$ cat src/rtl/issue_queue_pkg.sv
// Shared types for the decode->execute issue queue: queued instruction entry,
// bypass request/response records and the default queue depth.
package issue_queue_pkg;

    localparam int IQ_DEPTH = 8;

    typedef logic [31:0] word_t;
    typedef logic [4:0]  reg_t;

    typedef struct packed {
        word_t pc;
        reg_t  ra1;
        logic  rd_ra1;
        reg_t  ra2;
        logic  rd_ra2;
        reg_t  dst;
        logic  wr_gpr;
        logic  is_mem;
        logic  rd_hilo;
        logic  wr_hilo;
        logic  rd_cp0;
        logic  wr_cp0;
        logic  is_branch;
        logic  is_trap;     // eret / syscall / break
    } issue_entry_t;

    typedef struct packed {
        reg_t ra1;
        logic rd_ra1;
        reg_t ra2;
        logic rd_ra2;
        logic rd_hilo;
        logic rd_cp0;
    } bypass_issue_t;

    typedef struct packed {
        logic  valid;
        word_t fwd;
    } bypass_output_t;

    function automatic bypass_issue_t to_bypass(input issue_entry_t e);
        bypass_issue_t b;
        b.ra1     = e.ra1;
        b.rd_ra1  = e.rd_ra1;
        b.ra2     = e.ra2;
        b.rd_ra2  = e.rd_ra2;
        b.rd_hilo = e.rd_hilo;
        b.rd_cp0  = e.rd_cp0;
        return b;
    endfunction

endpackage

$ cat src/rtl/issue_pair_check.sv
// Decides whether the two oldest entries may issue together in the same cycle.
// Purely combinational; slot 0 is the older instruction.
module issue_pair_check
    import issue_queue_pkg::*;
(
    input  issue_entry_t i_slot0,
    input  issue_entry_t i_slot1,
    output logic         o_pair_ok
);

    logic w_raw;
    logic w_mem;
    logic w_hilo;
    logic w_cp0;
    logic w_branch;
    logic w_trap;
    logic w_unused;

    // r0 is hardwired zero, so a write to it never creates a dependency
    assign w_raw = i_slot0.wr_gpr && (i_slot0.dst != '0) &&
                   ((i_slot1.rd_ra1 && (i_slot1.ra1 == i_slot0.dst)) ||
                    (i_slot1.rd_ra2 && (i_slot1.ra2 == i_slot0.dst)));

    assign w_mem    = i_slot0.is_mem  & i_slot1.is_mem;
    assign w_hilo   = i_slot0.wr_hilo & i_slot1.wr_hilo;
    assign w_cp0    = i_slot0.wr_cp0  & i_slot1.rd_cp0;
    // a branch in slot 1 must wait so its delay slot issues alongside it
    assign w_branch = i_slot1.is_branch;
    assign w_trap   = i_slot0.is_trap;

    assign o_pair_ok = ~(w_raw | w_mem | w_hilo | w_cp0 | w_branch | w_trap);

    assign w_unused = ^{i_slot0, i_slot1};

endmodule

$ cat src/rtl/issue_queue.sv
// Dual-issue in-order queue between decode and execute; head entry with ready operands reaches out_* one edge later.
// Accepts a pair only when two slots are free; ex_stall freezes issue and the out register, flush empties everything.
module issue_queue
    import issue_queue_pkg::*;
#(
    parameter int DEPTH = IQ_DEPTH
) (
    input  logic                  clk,
    input  logic                  resetn,
    input  logic                  flush,
    input  logic           [1:0]  in_valid,
    input  issue_entry_t   [1:0]  in_inst,
    output logic                  in_ready,
    output logic           [1:0]  head_valid,
    output bypass_issue_t  [1:0]  head_issue,
    input  bypass_output_t [1:0]  byp_in,
    input  logic                  ex_stall,
    output logic           [1:0]  out_valid,
    output issue_entry_t   [1:0]  out_inst,
    output word_t          [1:0]  out_fwd
);

    localparam int             PTR_W   = $clog2(DEPTH);
    localparam logic [PTR_W:0] DEPTH_C = (PTR_W+1)'(DEPTH);
    localparam logic [PTR_W:0] TWO_C   = (PTR_W+1)'(2);

    issue_entry_t       r_mem [DEPTH];
    logic [PTR_W-1:0]   r_head;
    logic [PTR_W-1:0]   r_tail;
    logic [PTR_W:0]     r_count;
    logic [1:0]         r_out_valid;
    issue_entry_t [1:0] r_out_inst;
    word_t [1:0]        r_out_fwd;

    logic [PTR_W-1:0]   w_head1;
    logic [PTR_W-1:0]   w_tail1;
    issue_entry_t       w_h0;
    issue_entry_t       w_h1;
    logic               w_push;
    logic [PTR_W:0]     w_push_n;
    logic [PTR_W:0]     w_pop_n;
    logic               w_pair_ok;
    logic               w_iss0;
    logic               w_iss1;

    assign w_head1 = r_head + 1'b1;
    assign w_tail1 = r_tail + 1'b1;

    // admission looks only at the start-of-cycle occupancy, never at same-cycle pops
    assign in_ready = (DEPTH_C - r_count) >= TWO_C;
    assign w_push   = in_ready & in_valid[0];
    assign w_push_n = !w_push     ? '0 :
                      in_valid[1] ? TWO_C : (PTR_W+1)'(1);

    assign head_valid[0] = (r_count != '0);
    assign head_valid[1] = (r_count >= TWO_C);

    assign w_h0 = r_mem[r_head];
    assign w_h1 = r_mem[w_head1];

    assign head_issue[0] = head_valid[0] ? to_bypass(w_h0) : '0;
    assign head_issue[1] = head_valid[1] ? to_bypass(w_h1) : '0;

    issue_pair_check u_pair_check (
        .i_slot0   (w_h0),
        .i_slot1   (w_h1),
        .o_pair_ok (w_pair_ok)
    );

    assign w_iss0  = head_valid[0] & byp_in[0].valid & ~ex_stall & ~flush;
    assign w_iss1  = w_iss0 & head_valid[1] & byp_in[1].valid & w_pair_ok;
    assign w_pop_n = {{PTR_W{1'b0}}, w_iss0} + {{PTR_W{1'b0}}, w_iss1};

    always_ff @(posedge clk) begin
        if (w_push && !flush) begin
            r_mem[r_tail] <= in_inst[0];
            if (in_valid[1]) begin
                r_mem[w_tail1] <= in_inst[1];
            end
        end
    end

    always_ff @(posedge clk or negedge resetn) begin
        if (!resetn) begin
            r_head  <= '0;
            r_tail  <= '0;
            r_count <= '0;
        end else if (flush) begin
            r_head  <= '0;
            r_tail  <= '0;
            r_count <= '0;
        end else begin
            r_head  <= r_head + w_pop_n[PTR_W-1:0];
            r_tail  <= r_tail + w_push_n[PTR_W-1:0];
            r_count <= r_count + w_push_n - w_pop_n;
        end
    end

    always_ff @(posedge clk or negedge resetn) begin
        if (!resetn) begin
            r_out_valid <= '0;
            r_out_inst  <= '0;
            r_out_fwd   <= '0;
        end else if (flush) begin
            r_out_valid <= '0;
        end else if (!ex_stall) begin
            r_out_valid   <= {w_iss1, w_iss0};
            r_out_inst[0] <= w_iss0 ? w_h0 : '0;
            r_out_inst[1] <= w_iss1 ? w_h1 : '0;
            r_out_fwd[0]  <= w_iss0 ? byp_in[0].fwd : '0;
            r_out_fwd[1]  <= w_iss1 ? byp_in[1].fwd : '0;
        end
    end

    assign out_valid = r_out_valid;
    assign out_inst  = r_out_inst;
    assign out_fwd   = r_out_fwd;

endmodule
$ cat config.mk
export PLATFORM = sky130hd
export DESIGN_NAME = issue_queue
export DESIGN_NICKNAME = d
export VERILOG_FILES = /design/src/rtl/issue_queue_pkg.sv /design/src/rtl/issue_pair_check.sv /design/src/rtl/issue_queue.sv
export SDC_FILE = /design/constraint.sdc
export NUM_CORES = 1
export LEC_CHECK = 0
export ABC_CLOCK_PERIOD_IN_PS = 5960
export CAP_MARGIN = 40
export CORE_MARGIN = 3
export CORE_UTILIZATION = 53
export CTS_BUF_LIST = sky130_fd_sc_hd__clkbuf_4
export DETAILED_ROUTE_END_ITERATION = 16
export PLACE_DENSITY_LB_ADDON = 0.15
export RECOVER_POWER = 100
export SLEW_MARGIN = 20
export SYNTH_ARGS = -nofsm -noshare
export SYNTH_HDL_FRONTEND = slang
export SYNTH_SLANG_ARGS = --single-unit
export TNS_END_PERCENT = 10
$ cat constraint.sdc
create_clock -name clk -period 5.96 [get_ports clk]
set_input_delay 1.192 -clock clk [delete_from_list [all_inputs] [get_ports clk]]
set_output_delay 1.192 -clock clk [all_outputs]
set_load 0.05 [all_outputs]
Figure 1. Sequential cells grouped by signal name (run 1).
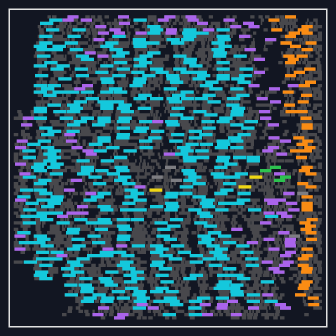
colour	name in the netlist	sequential cells
purple	out_inst	114
green	r_count	4
yellow	r_head	3
cyan	r_mem	456
orange	out_fwd	64
not coloured	5

Figure 2. Power grid (run 1).
Pins as bars on the die edge.
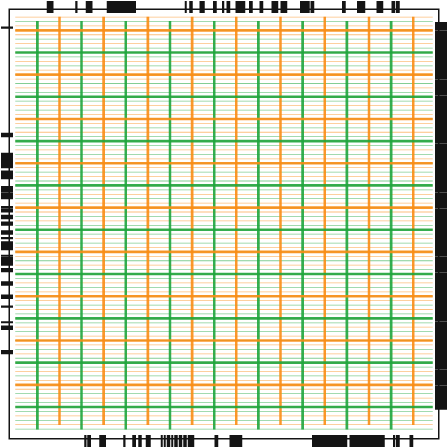
colour	net
orange	VDD
green	VSS
met1 rails	94
met5 straps	18
signal pins	397
met4 straps	18

==> results.txt, run 1 <==
The following summarizes the physical implementation.

Outcome
The run finished, with violations left. The checks that failed: capacitance limit, slew limit.

Final layout
In the final design database the tool counted about 3k nets. The most common logic cells in the final layout are sky130_fd_sc_hd__edfxtp_1 (456), sky130_fd_sc_hd__mux2_2 (382), sky130_fd_sc_hd__clkbuf_4 (285), sky130_fd_sc_hd__nand2_1 (275), sky130_fd_sc_hd__mux4_2 (214). The flow measured a signed area growth from synthesis to layout of 20.5%. The post-layout instance count excluding filler cells is 3826. The layout stage reports a final design area of 42100 um2.

Clocking
TritonCTS created 172 clock buffers. Hold repair after CTS inserted 0 buffers. The clock tree has to reach approximately 650 sinks. The H-tree was split into 4 levels.

The CTS tree is done. Looking at the clock tree report, the root buffer type is sky130_fd_sc_hd__clkbuf_4.

Place
Input and output buffers added on the ports amount to 396. The placer's final routability congestion estimate is 0.869. The detailed placer reported the number of placed instances as 3473.

GRT
The wire length of the first global-routing pass is 159000 um. The number of global-route vias before repair is 24.7k. The met1 usage is 39.7%. Global routing used 30.8% of the available tracks.

The routing layer with the top usage in global route is met2. The total grt overflow is 0. Entering global routing, the biggest net connects 150 pins.

On met2, the global router reports a usage of between 40 and 50%.

Synth
The Yosys step of the flow raised 0 warnings. Per the Yosys statistics, synthesis produced approximately 2.4k cells. The most instantiated flip-flop cell in the synthesis netlist is sky130_fd_sc_hd__edfxtp_1. The commonest cells after synthesis are sky130_fd_sc_hd__edfxtp_1 (456), sky130_fd_sc_hd__mux2_2 (384), sky130_fd_sc_hd__nand2_1 (276), sky130_fd_sc_hd__mux4_2 (214), sky130_fd_sc_hd__dfrtp_1 (190). The sequential share of the synthesized area is 52.8%. The most common cell in the synthesized netlist is sky130_fd_sc_hd__edfxtp_1.

The distinct cell type count after synthesis is 54. The number of standard cells after synthesis is 2351. The synthesized chip area reported by yosys is 34900 um2.

In this run the biggest area consumer among cell types represents 39.2% of the synthesized area. The cell type that accounts for the most area after synthesis is sky130_fd_sc_hd__edfxtp_1. Yosys reported a register bit count of 646. The cell area that synthesis handed to floorplanning was around 35000 um2. The count of library flops with an enable pin is 456.

Worst setup path
The launch instance of the worst register-to-register path is r_count[1]. For this run, the slowest stage of the critical path takes around 1700 ps. The worst reg-to-reg setup slack is approximately 180 ps. The data required time of the critical path is 6710 ps. The type of the worst setup path is reg2reg.

The destination of the critical timing path is r_mem[2][13]. The cell sequence reported for the critical path is inv_1 > ha_1 > xor2_1 > nand4_1 > and2_0 > nand2_1 > nor3b_1 > nand3_4 > clkbuf_1 > buf_2 > mux2_2. The biggest fanout along the worst timing path is 31.

The kind of start point of the critical path is a register. According to the timing report, the arrival time at the worst endpoint equals 6530 ps. The worst setup path is captured at a register. The endpoint identified for the worst register-to-register timing path is r_mem[2][13].

The start point of the critical path is r_count[1].

Power
The fraction of power spent switching nets is 35.7%. The script extracted a net switching power of about 5.3 mW. The leakage power in the latest report is 15.6 nW. The share of total power in combinational logic is 32.2%. The relative contribution of the clock network to total power is 29.4%.

Looking at the VDD voltage map, the peak drop is between 200 and 300 uV. Per report_power, the sequential group accounts for 38.4% of the total. In the power breakdown, the internal column shows 9.54 mW.

Flow run
The number of max-cap violations is 17. The total number of warnings across the stage logs is 32.

Floorplan
The total number of placement rows is 93. In this run the count of I/O pins placed on the die edge is 397. The total die size is 69000 um2. The die span in x is 263 um.

The share of the core area taken by cells at floorplan is 53.9%.

Final timing
The worst slack on hold paths is 477 ps. The final number of setup-violating endpoints is 0. The final cycle utilization of the critical path is 97.0%. The relative max-transition margin is -98.4%.

The final max-slew violation count recorded for this run is 794. For the finished layout, the period the worst path requires is 5780 ps. The actual slew at the worst max-slew pin is between 2000 and 3000 ps. The maximum clock skew at final layout is 69.0 ps. For the final routed database, the setup TNS stands at 0 ps. Setup repair after global routing left no endpoint under its margin. Per the final timing report, the hold violations number 0.

Hold path
The end point of the most critical hold path is out_inst[24]. The worst hold path startpoint is out_inst[24]. The worst min-delay path class is reg2reg.

Drt
The per-cell routed wire length is 27.7 um. The via density per instance is 6.28. The pre-antenna-repair detailed-routing pass consisted of 7 iterations. In the post-route report, total wirelength is listed as between 100000 and 150000 um. The detail route stage leaves a number of antenna-violating nets equal to 0. Per the log, the first TritonRoute iteration ended with a DRC count of 2506.
Figure 3. A small window of the routed layout (run 1).
Region (41, 172) to (91, 222) um. Cells in grey, sequential cells in the stronger grey; small squares are vias.
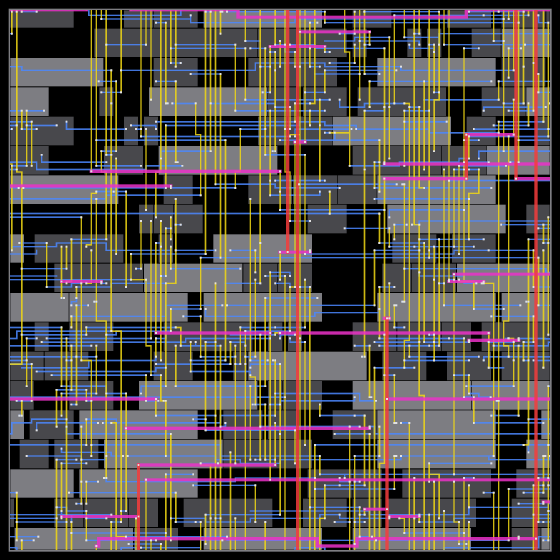
colour	layer
magenta	metal 3
yellow	metal 2
red	metal 4
blue	metal 1
sequential cells in the window	29
cells with their middle in the window	115
most frequent	edfxtp_1 (27), mux2_2 (17), clkbuf_4 (16)
netlist names of flops here include	r_mem (27), out_inst (2)

==> run 1: worst max-delay path, delay by kind of cell (launching register included) <==
family	cells	cell delay (ps)
buf+inv	3	3080
simple gates	5	1160
fa+ha+maj	1	200
flops	1	440
mux	1	430
xor+xnor	1	150
==> run 1: cells by family after synthesis <==
group	synth area share, %
AOI/OAI and AO/OA	6.44
xor gates and xnor gates	0.498
adders and majority gates	0.695
buffers and inverters	3.27
DFF	52.8
muxes	31.3
and+or+nand+nor	5.02
==> run 1: final cells by class <==
class | instances | area (um2)
Antenna cell | 25 | 62.6
Clock buffer | 281 | 2110
Clock inverter | 45 | 383
Fill cell | 4713 | 22700
Inverter | 19 | 71.3
Multi-Input combinational cell | 1488 | 15300
Sequential cell | 646 | 18500
Tap cell | 855 | 1070
Timing Repair Buffer | 467 | 4610
==> run 1: metal layers <==
metal  routed length [um]  part of all wire (%)
met4                 2910                   2.7
met5                   38                 0.036
met1                41700                    39
met2                52200                    49
met3                 9300                   8.8
==> run 1: through the flow <==
step	util [%]	worst slack, ps
final	64.9	180
after global routing	64.9	45.0
after CTS	65.5	17.7
after detailed placement	61.6	845
after global placement	61.2	885
after floorplan	-	-543
==> run 1: sequential cells by signal, summed over array words and instances, names as in the netlist <==
name,flops
r_mem,456
out_fwd,64
r_head,3
r_tail,3
r_count,4
out_valid,2
out_inst,114
==> run 1: power groups by stage <==
stage	combinational [mW]	sequential, mW	clock, mW
after global routing	5.05	5.74	4.68
after detailed placement	4.96	5.78	0
after floorplan	2.53	6.39	0
after global placement	4.86	5.75	0
after CTS	4.98	5.69	4.44
final	4.78	5.69	4.36
==> inputs of run 2 (changes only) <==
TNS_END_PERCENT = default   (was 10)
==> run 2 against run 1 <==
The run still ends with capacitance limit, slew limit left. Non-clock buffer count up 2. Final cell count down 0.31%. Global-route usage down 0.43 points. Setup slack worse by 55 ps. Die size unchanged. Total power down 0.51%. Clock power down 3%. Clock skew down 13 ps. Critical endpoint is now r_mem[6][25].
==> results.txt, run 2 <==
The following summarizes the physical implementation.

Power
The switching power summed over all nets came to 5.32 mW (+0.42%). The total internal power is 9.44 mW (-1.0%). The relative contribution of the clock network to total power is 28.7% (-0.7 points). The fraction of power spent switching nets is 36.0% (+0.34 points). The maximum VDD drop is 277 uV (+6.2%).

The share of total power in combinational logic is 32.8% (+0.6 points). The cell leakage power is 15.5 nW (-0.46%).

GRT
The maximum number of pins on one net before global-route repair was 123 (-18%). The wire length of the first global-routing pass came to 157000 um (-1.5%). The total grt overflow came to 0 (unchanged). The met1 usage came to 39.8% (+0.13 points).

Synth
The synthesized chip area reported by yosys was 34900 um2 (unchanged). The count of library flops with an enable pin is 456 (unchanged). The area of the mapped netlist is 34900 um2 (unchanged). The sequential share of the synthesized area is 52.8% (unchanged). After synthesis, the most frequently instantiated cells are sky130_fd_sc_hd__edfxtp_1 (456), sky130_fd_sc_hd__mux2_2 (384), sky130_fd_sc_hd__nand2_1 (276), sky130_fd_sc_hd__mux4_2 (214), sky130_fd_sc_hd__dfrtp_1 (190). The distinct cell type count after synthesis was 54 (unchanged). The share of the synthesized area in the top cell type was 39.2% (unchanged).

Worst setup path
The kind of start point of the critical path is a register. The biggest fanout along the worst timing path was 29 (-6.5%). The report lists the cells along the critical path as inv_1 > ha_1 > nor2_1 > nand4_1 > and2_0 > nand2_1 > nor3b_1 > nand3_1 > clkbuf_1 > clkbuf_2 > mux2_2.

The data required time of the critical path is 6690 ps (-20 ps). The family of cells with the greatest summed delay on the critical path is buffers and inverters. The logic depth of the worst setup path including buffers came to 11 (unchanged).

The worst path buffer plus inverter count is 3 (unchanged).

Final timing
Setup repair after global routing left no endpoint under its margin. The smallest setup slack after layout came to 125 ps (-54.6 ps). The final cycle utilization of the critical path came to 97.9% (+0.92 points). The actual slew at the worst max-slew pin is 4490 ps (+1510 ps). The max-slew violation total from the final report is 747 (-5.9%). The final number of setup-violating endpoints is 0 (unchanged).

Final layout
The tally of filler cells in the layout is 4753 (+0.85%). The area used by multi-input combinational logic was 15300 um2 (+0.16%). The largest register by flop count is r_mem.

In the layout the commonest cells are sky130_fd_sc_hd__edfxtp_1 (456), sky130_fd_sc_hd__mux2_2 (384), sky130_fd_sc_hd__clkbuf_4 (282), sky130_fd_sc_hd__nand2_1 (276), sky130_fd_sc_hd__mux4_2 (214). The number of flip-flops in the largest register came to 456 (unchanged). The post-route standard cell area excluding fillers was 42000 um2 (-0.22%).

Flow run
The total number of warnings across the stage logs came to 37 (+16%). The number of max-cap violations is 20 (+3).

Clocking
The clock root buffer is sky130_fd_sc_hd__clkbuf_4. The number of hold buffers added after CTS came to 0 (unchanged). The H-tree depth came to 4 (unchanged).

Drt
The iteration count of the initial detailed-routing pass came to 6 (-1). The starting DRC count in detailed routing is 2109 (-16%).

Place
The worst-case setup slack after placement is 789 ps (-56.3 ps). The count of buffers inserted at the top-level ports is 396 (unchanged). The number of placed instances with taps included is 3474 (+0.029%). The placer's final routability congestion estimate is 0.847 (-2.6%).

Floorplan
The die span in x was 263 um (unchanged). The total number of placement rows is 93 (unchanged). The top-level port count is 397 (unchanged).

Outcome
The final reports fail on capacitance limit, slew limit. The flow ran to the end, but the final reports show violations.

Hold path
The worst min-delay path class is in2async.
run 2: cell counts after synthesis:
No cell type changed its count.
run 2: cell type report:
class | instances | share of cell area, %
flip-flops and latches | 646 | 44.0
multi-input cells | 1488 | 36.5
repair buffers | 469 | 11.0
clock buffers | 277 | 4.95
well taps | 855 | 2.55
clock inverters | 42 | 0.769
inverters | 19 | 0.170
diodes | 18 | 0.107
run 2: cells by family after synthesis:
family,after synthesis,share of synthesized area [%]
muxes,765,31.3
xor gates and xnor gates,19,0.498
AOI/OAI and AO/OA,286,6.44
DFF,646,52.8
and+or+nand+nor,401,5.02
buffers and inverters,217,3.27
adders and majority gates,17,0.695
run 2: path summary, 6_finish.rpt:
check	slack [ps]	endpoint	startpoint
min in group clk	480	out_inst[18]	out_inst[18]
max	130	r_mem[6][25]	r_count[1]
max in group asynchronous	2300	out_inst[53]	resetn
max reg2reg	130	r_mem[6][25]	r_count[1]
min	160	out_fwd[38]	resetn
min reg2reg	480	out_inst[18]	out_inst[18]
run 2: metrics by stage:
step	util [%]	setup TNS, ps	hold slack [ps]
CTS	65.2	0	74.6
floorplan	-	-89810	624
global route	64.8	0	122
global placement	61.2	0	463
finish	64.8	0	164
detailed placement	61.5	0	472
run 2: routing by layer:
metal | vias up | wire length, um | part of all wire, %
met5 | - | 27 | 0.026
met4 | 4 | 3020 | 2.9
met3 | 198 | 9600 | 9.1
met2 | 1242 | 51000 | 49
met1 | 12100 | 41300 | 39
li1 | 10300 | - | -
run 2: power groups by stage:
stage	Combinational, mW	Sequential (mW)	Clock [mW]
6_report	4.84	5.68	4.23
5_1_grt	5.08	5.72	4.58
4_1_cts	5.02	5.68	4.33
3_5_place_dp	5.00	5.77	0
3_3_place_gp	4.91	5.74	0
2_1_floorplan	2.53	6.38	0
Figure 4. A small window of the routed layout (run 2).
Region (41, 172) to (91, 222) um. Cells in grey, sequential cells in the stronger grey; small squares are vias.
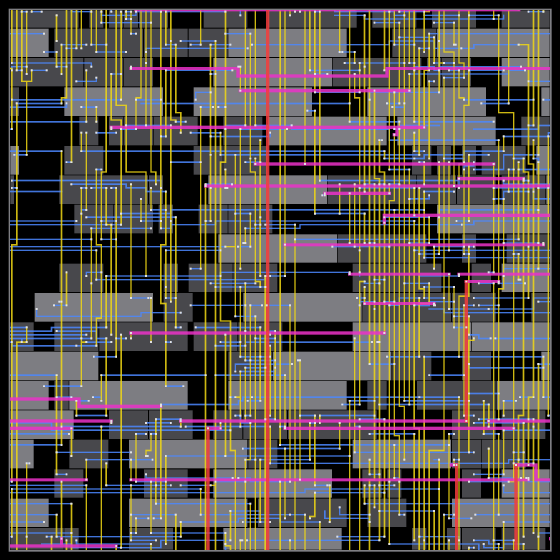
colour	layer
red	metal 4
blue	metal 1
yellow	metal 2
magenta	metal 3
sequential cells in the window	26
netlist names of flops here include	r_mem (23), out_inst (3)
most frequent	edfxtp_1 (23)
cells with their middle in the window	120

Figure 5. Power grid (run 2).
Pins as bars on the die edge.
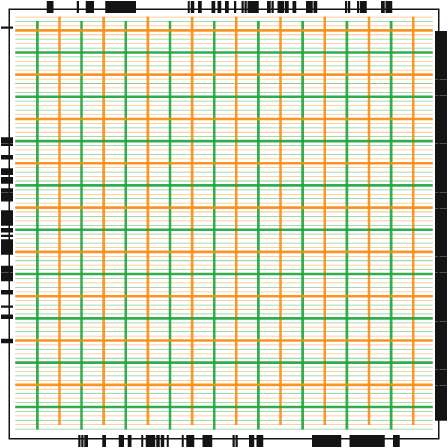
colour	net
orange	VDD
green	VSS
met1 rails	94
met5 straps	18
rows	93
signal pins	397

Power and IR drop assume default switching activity.
